==> images/ff_map.png <==
Other sequential cells in the stronger grey, the rest of the logic in the fainter grey.
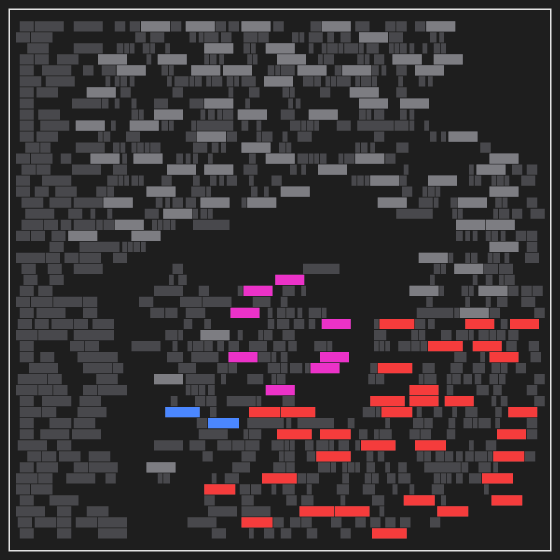
==> images/m1.png <==
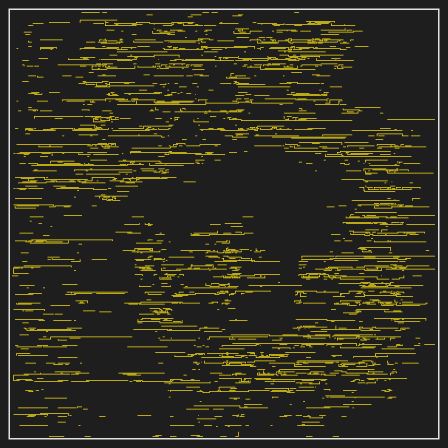
`src/rtl/mips_mem_sched_pkg.sv`:
```
// Shared types and constants for the Harvard MIPS memory scheduler.
//   state_t      : scheduler phase encoding (fetch, data access, commit, halt)
//   RESET_VECTOR : MIPS reset fetch address, used by benches to check fetches
package mips_mem_sched_pkg;

  typedef enum logic [1:0] {
    S_FETCH  = 2'd0,
    S_MEM    = 2'd1,
    S_COMMIT = 2'd2,
    S_HALT   = 2'd3
  } state_t;

  localparam logic [31:0] RESET_VECTOR = 32'hBFC0_0000;

endpackage

```
`src/rtl/mips_harvard_mem_sched.sv`:
```
// Memory scheduler that lets a Harvard MIPS core run from one shared
// Avalon-style port. Every instruction is sequenced as an instruction fetch,
// an optional data access, and a one-cycle clk_enable commit pulse.
// Ports:
//   clk, reset                    : clock, synchronous active-high reset
//   cpu_active                    : core still running (sampled in commit)
//   clk_enable                    : one-cycle core commit pulse
//   instr_address / instr_readdata: core fetch port (read data registered)
//   data_address/read/write/writedata/readdata : core data port
//   mem_*                         : shared memory bus (waitrequest stalls)
//   commit_count                  : committed instruction count (wraps)
//   proto_err                     : sticky, load and store requested together
//   bus_timeout                   : sticky, waitrequest held TIMEOUT cycles
module mips_harvard_mem_sched
  import mips_mem_sched_pkg::*;
#(
  parameter int TIMEOUT = 255
) (
  input  logic        clk,
  input  logic        reset,
  input  logic        cpu_active,
  output logic        clk_enable,
  input  logic [31:0] instr_address,
  output logic [31:0] instr_readdata,
  input  logic [31:0] data_address,
  input  logic        data_read,
  input  logic        data_write,
  input  logic [31:0] data_writedata,
  output logic [31:0] data_readdata,
  output logic [31:0] mem_address,
  output logic        mem_read,
  output logic        mem_write,
  output logic [31:0] mem_writedata,
  input  logic        mem_waitrequest,
  input  logic [31:0] mem_readdata,
  output logic [31:0] commit_count,
  output logic        proto_err,
  output logic        bus_timeout
);

  localparam int CW = (TIMEOUT < 1) ? 1 : $clog2(TIMEOUT + 1);

  state_t        state;
  logic          in_reset;   // high for the cycle(s) following a sampled reset
  logic [CW-1:0] wait_cnt;
  logic          do_read;
  logic          do_write;
  logic          strobe;
  logic          timed_out;

  // Strobes are held low while in_reset so an abandoned access is dropped
  // the cycle after reset is sampled, and the first fetch strobe appears
  // the cycle after reset is released.
  always_comb begin
    do_read  = 1'b0;
    do_write = 1'b0;
    if (!in_reset) begin
      unique case (state)
        S_FETCH: do_read = 1'b1;
        S_MEM: begin
          do_write = data_write;
          do_read  = data_read & ~data_write;  // store wins a conflict
        end
        default: ;
      endcase
    end
  end

  assign strobe        = do_read | do_write;
  assign mem_read      = do_read;
  assign mem_write     = do_write;
  assign mem_address   = (state == S_FETCH) ? instr_address : data_address;
  assign mem_writedata = data_writedata;
  assign clk_enable    = (state == S_COMMIT);

  // This wait cycle would be the TIMEOUT-th consecutive one.
  assign timed_out = (TIMEOUT != 0) && strobe && mem_waitrequest &&
                     (32'(wait_cnt) + 32'd1 == 32'(TIMEOUT));

  always_ff @(posedge clk) begin
    in_reset <= reset;
    if (reset) begin
      state          <= S_FETCH;
      wait_cnt       <= '0;
      instr_readdata <= '0;
      data_readdata  <= '0;
      commit_count   <= '0;
      proto_err      <= 1'b0;
      bus_timeout    <= 1'b0;
    end else begin
      if (strobe && mem_waitrequest) wait_cnt <= wait_cnt + CW'(1);
      else                           wait_cnt <= '0;

      if (timed_out) begin
        bus_timeout <= 1'b1;
        wait_cnt    <= '0;
        state       <= S_HALT;
      end else begin
        unique case (state)
          S_FETCH: begin
            if (!in_reset && !mem_waitrequest) begin
              instr_readdata <= mem_readdata;
              state          <= S_MEM;
            end
          end
          S_MEM: begin
            if (data_read && data_write) proto_err <= 1'b1;
            if (!strobe) begin
              state <= S_COMMIT;
            end else if (!mem_waitrequest) begin
              if (do_read) data_readdata <= mem_readdata;
              state <= S_COMMIT;
            end
          end
          S_COMMIT: begin
            commit_count <= commit_count + 32'd1;
            state        <= cpu_active ? S_FETCH : S_HALT;
          end
          default: state <= S_HALT;
        endcase
      end
    end
  end

endmodule
```
`config.mk`:
```
export PLATFORM = sky130hd
export DESIGN_NAME = mips_harvard_mem_sched
export DESIGN_NICKNAME = d
export VERILOG_FILES = /design/src/rtl/mips_mem_sched_pkg.sv /design/src/rtl/mips_harvard_mem_sched.sv
export SDC_FILE = /design/constraint.sdc
export NUM_CORES = 1
export LEC_CHECK = 0
export CORE_UTILIZATION = 28
export DETAILED_ROUTE_END_ITERATION = 10
export SLEW_MARGIN = 20
export SYNTH_ARGS = -nofsm -noshare
export SYNTH_HDL_FRONTEND = slang
export SYNTH_SLANG_ARGS = --single-unit
```
`constraint.sdc`:
```
create_clock -name clk -period 2.2 [get_ports clk]
set_input_delay 0.55 -clock clk [delete_from_list [all_inputs] [get_ports clk]]
set_output_delay 0.55 -clock clk [all_outputs]
set_load 0.1 [all_outputs]
```
==> out/results.md <==
| Step | Quantity | Value |
|:---|:---|:---|
| status | Result of the run | finished, violations left |
| status | Violations in the final reports | negative setup slack |
| global route | Overall track demand over capacity in global routing | 17.27% |
| synth | Cell area leaders | sky130_fd_sc_hd__dfxtp_1, sky130_fd_sc_hd__nand2_1, sky130_fd_sc_hd__a21oi_1, sky130_fd_sc_hd__mux2_2, sky130_fd_sc_hd__buf_4 |
| final layout | Buffer share of cell area | 34.41% |
| place | Placer Congestion | 0.7480 |
| final timing | Number of max-slew violations in the final report | 0 |
| pwr | Clock group total power | 0.00158 W |
| routing | Drt drc | 0 |
| clocking | Buffer count from post-CTS setup fixing | 4 |
| synth | Yosys synthesis warning count | 0 |
| final layout | Area growth syn-to-layout | 66.19% |
| clocking | TritonCTS Buffers | 9 |
| synth | YS chip area | 0.004822 mm^2 |
| clocking | Resized Gates After CTS | 41 |
| global route | Met1 track demand over resource | 19.66% |
| synth | Synth Area in XOR/XNOR | 5.449% |
| final layout | Fraction of final layout cells sized beyond drive strength 1 | 29.90% |
| final timing | Final worst path period need | 2236 ps |
| flow run | Count of warning messages emitted by the tools | 30 |
| place | Dpl ws | -32.36 ps |
| synth | Register area share after synthesis | 45.25% |
| final layout | Combined flip-flop and latch cell area | 0.002246 mm^2 |
| final timing | Minimum setup slack in the final design | -36.21 ps |
| final layout | Most common logic cell in the routed design | sky130_fd_sc_hd__nand2_1 |
| pwr | Static leakage | 3.199 nW |
| routing | Detailed-route wire length on metal 1 | 6.154 mm |
| synth | Area leader, netlist | sky130_fd_sc_hd__dfxtp_1 |
| pwr | Reported combinational group power | 0.00168 W |
| final layout | Filler-free cell count of the finished design | 1016 |
| hold path | Worst Hold Path Cells | 1 |
| final layout | Mi-comb count | 406 |
| pwr | Sequential power share | 38.2% |
| final timing | Final period util | 101.6% |
| final layout | Total of fill cells in the finished design | 1625 |
| flow run | Max-cap violations | 0 |
| place | HPWL reported at the end of detailed placement | 11.19 mm |
| hold path | Source of the worst hold timing path | reset |
| global route | Most congested layer reported by global routing | met2 |
| global route | Global-route wire length before repair | 23.79 mm |
| routing | Met3 layer wire length in the routed design | 1.014 mm |
| synth | Netlist area before placement | 0.004822 mm^2 |
| final layout | Combinational share of cell area | 30.23% |
| final timing | Endpoints failing hold | 0 |
| routing | Uppermost metal layer occupied by signal nets | met4 |
| global route | Grt met3 use | 4.528% |
| final timing | Setup repair after global routing missed its margin | true |
| floorplan | Die area | 0.01775 mm^2 |
| clocking | Hold buffer count at CTS | 0 |
| synth | Dominant Register Cell | sky130_fd_sc_hd__dfxtp_1 |
| final layout | Number of logic inverters in the finished layout | 9 |
| routing | Detailed Routing Iterations Pass 1 | 4 |
| hold path | HP Class | in -> reg |
| clocking | Clk sink count | 109 |
| clocking | Maximum count of clock buffers along a single path | 2 |
| global route | Vias in the first global route | 4456 |
| worst setup path | Endpoint of the worst-slack reg-to-reg timing path | commit_count[31]$_SDFFE_PP0P_ |
| final layout | Final Util | 47.98% |
| synth | Fraction of registers with async set/reset | 0% |
| final layout | Top logic cells by instance count in the layout | sky130_fd_sc_hd__nand2_1, sky130_fd_sc_hd__buf_4, sky130_fd_sc_hd__clkdlybuf4s50_1 |
| worst setup path | R2r startpoint | state[0]$_SDFFE_PP0P_ |
| clocking | Root buffer selected by CTS | sky130_fd_sc_hd__clkbuf_16 |
| worst setup path | Arrival time at the worst endpoint | 1690 ps |
| floorplan | IO Count | 299 |
| synth | Aoi share | 9.808% |
| routing | Met2 layer wire length in the routed design | 7.940 mm |
| final timing | Worst-case clock skew | 12.28 ps |
| final layout | Layout clock area frac | 3.482% |
| hold path | Worst min-delay path endpoint | in_reset$_DFF_P_ |
| synth | Flops & latches, synth | 109 |
| clocking | Clock-pin slew on the worst setup and hold paths | 70 ps |
| global route | Grt total ovfl | 0 |
| final timing | Setup violations, final | 16 |
| routing | DRT iter0 DRCs | 225 |
| final timing | Setup TNS | -530.5 ps |
| worst setup path | Slowest cell on the critical path | sky130_fd_sc_hd__dfxtp_4 |
About ff_map.png:
[magenta] wait_cnt | sequential cells: 8 | where: centre
[red] commit_count | sequential cells: 32
[blue] state | sequential cells: 2
not coloured: 67

About m1.png:
wire length on this layer: 6150 um
share of all routed wire: 40%
main direction: horizontal
nets with wire on the layer: 778
longest straight run: 38.6 um

worst max path at each step:
| stage | startpoint | endpoint | slack, ps | cells past startpoint |
|---|---|---|---|---|
| 5_1_grt | state[0]$_SDFFE_PP0P_ | mem_address[25] | -90 | 6 |
| 3_3_place_gp | data_write | mem_read | -20 | 4 |
| 2_1_floorplan | state[0]$_SDFFE_PP0P_ | mem_address[10] | -20 | 4 |
| 6_report | state[0]$_SDFFE_PP0P_ | mem_address[18] | -40 | 6 |
| 3_5_place_dp | data_write | mem_read | -30 | 4 |
| 4_1_cts | state[0]$_SDFFE_PP0P_ | mem_address[29] | -70 | 6 |
state kept, by name, indices dropped and copies added, names as in the netlist:
register,count
commit_count,32
instr_readdata,32
wait_cnt,8
bus_timeout,1
proto_err,1
in_reset,1
data_readdata,32
state,2
No activity file was given, so power comes from the tool's default toggle rates.
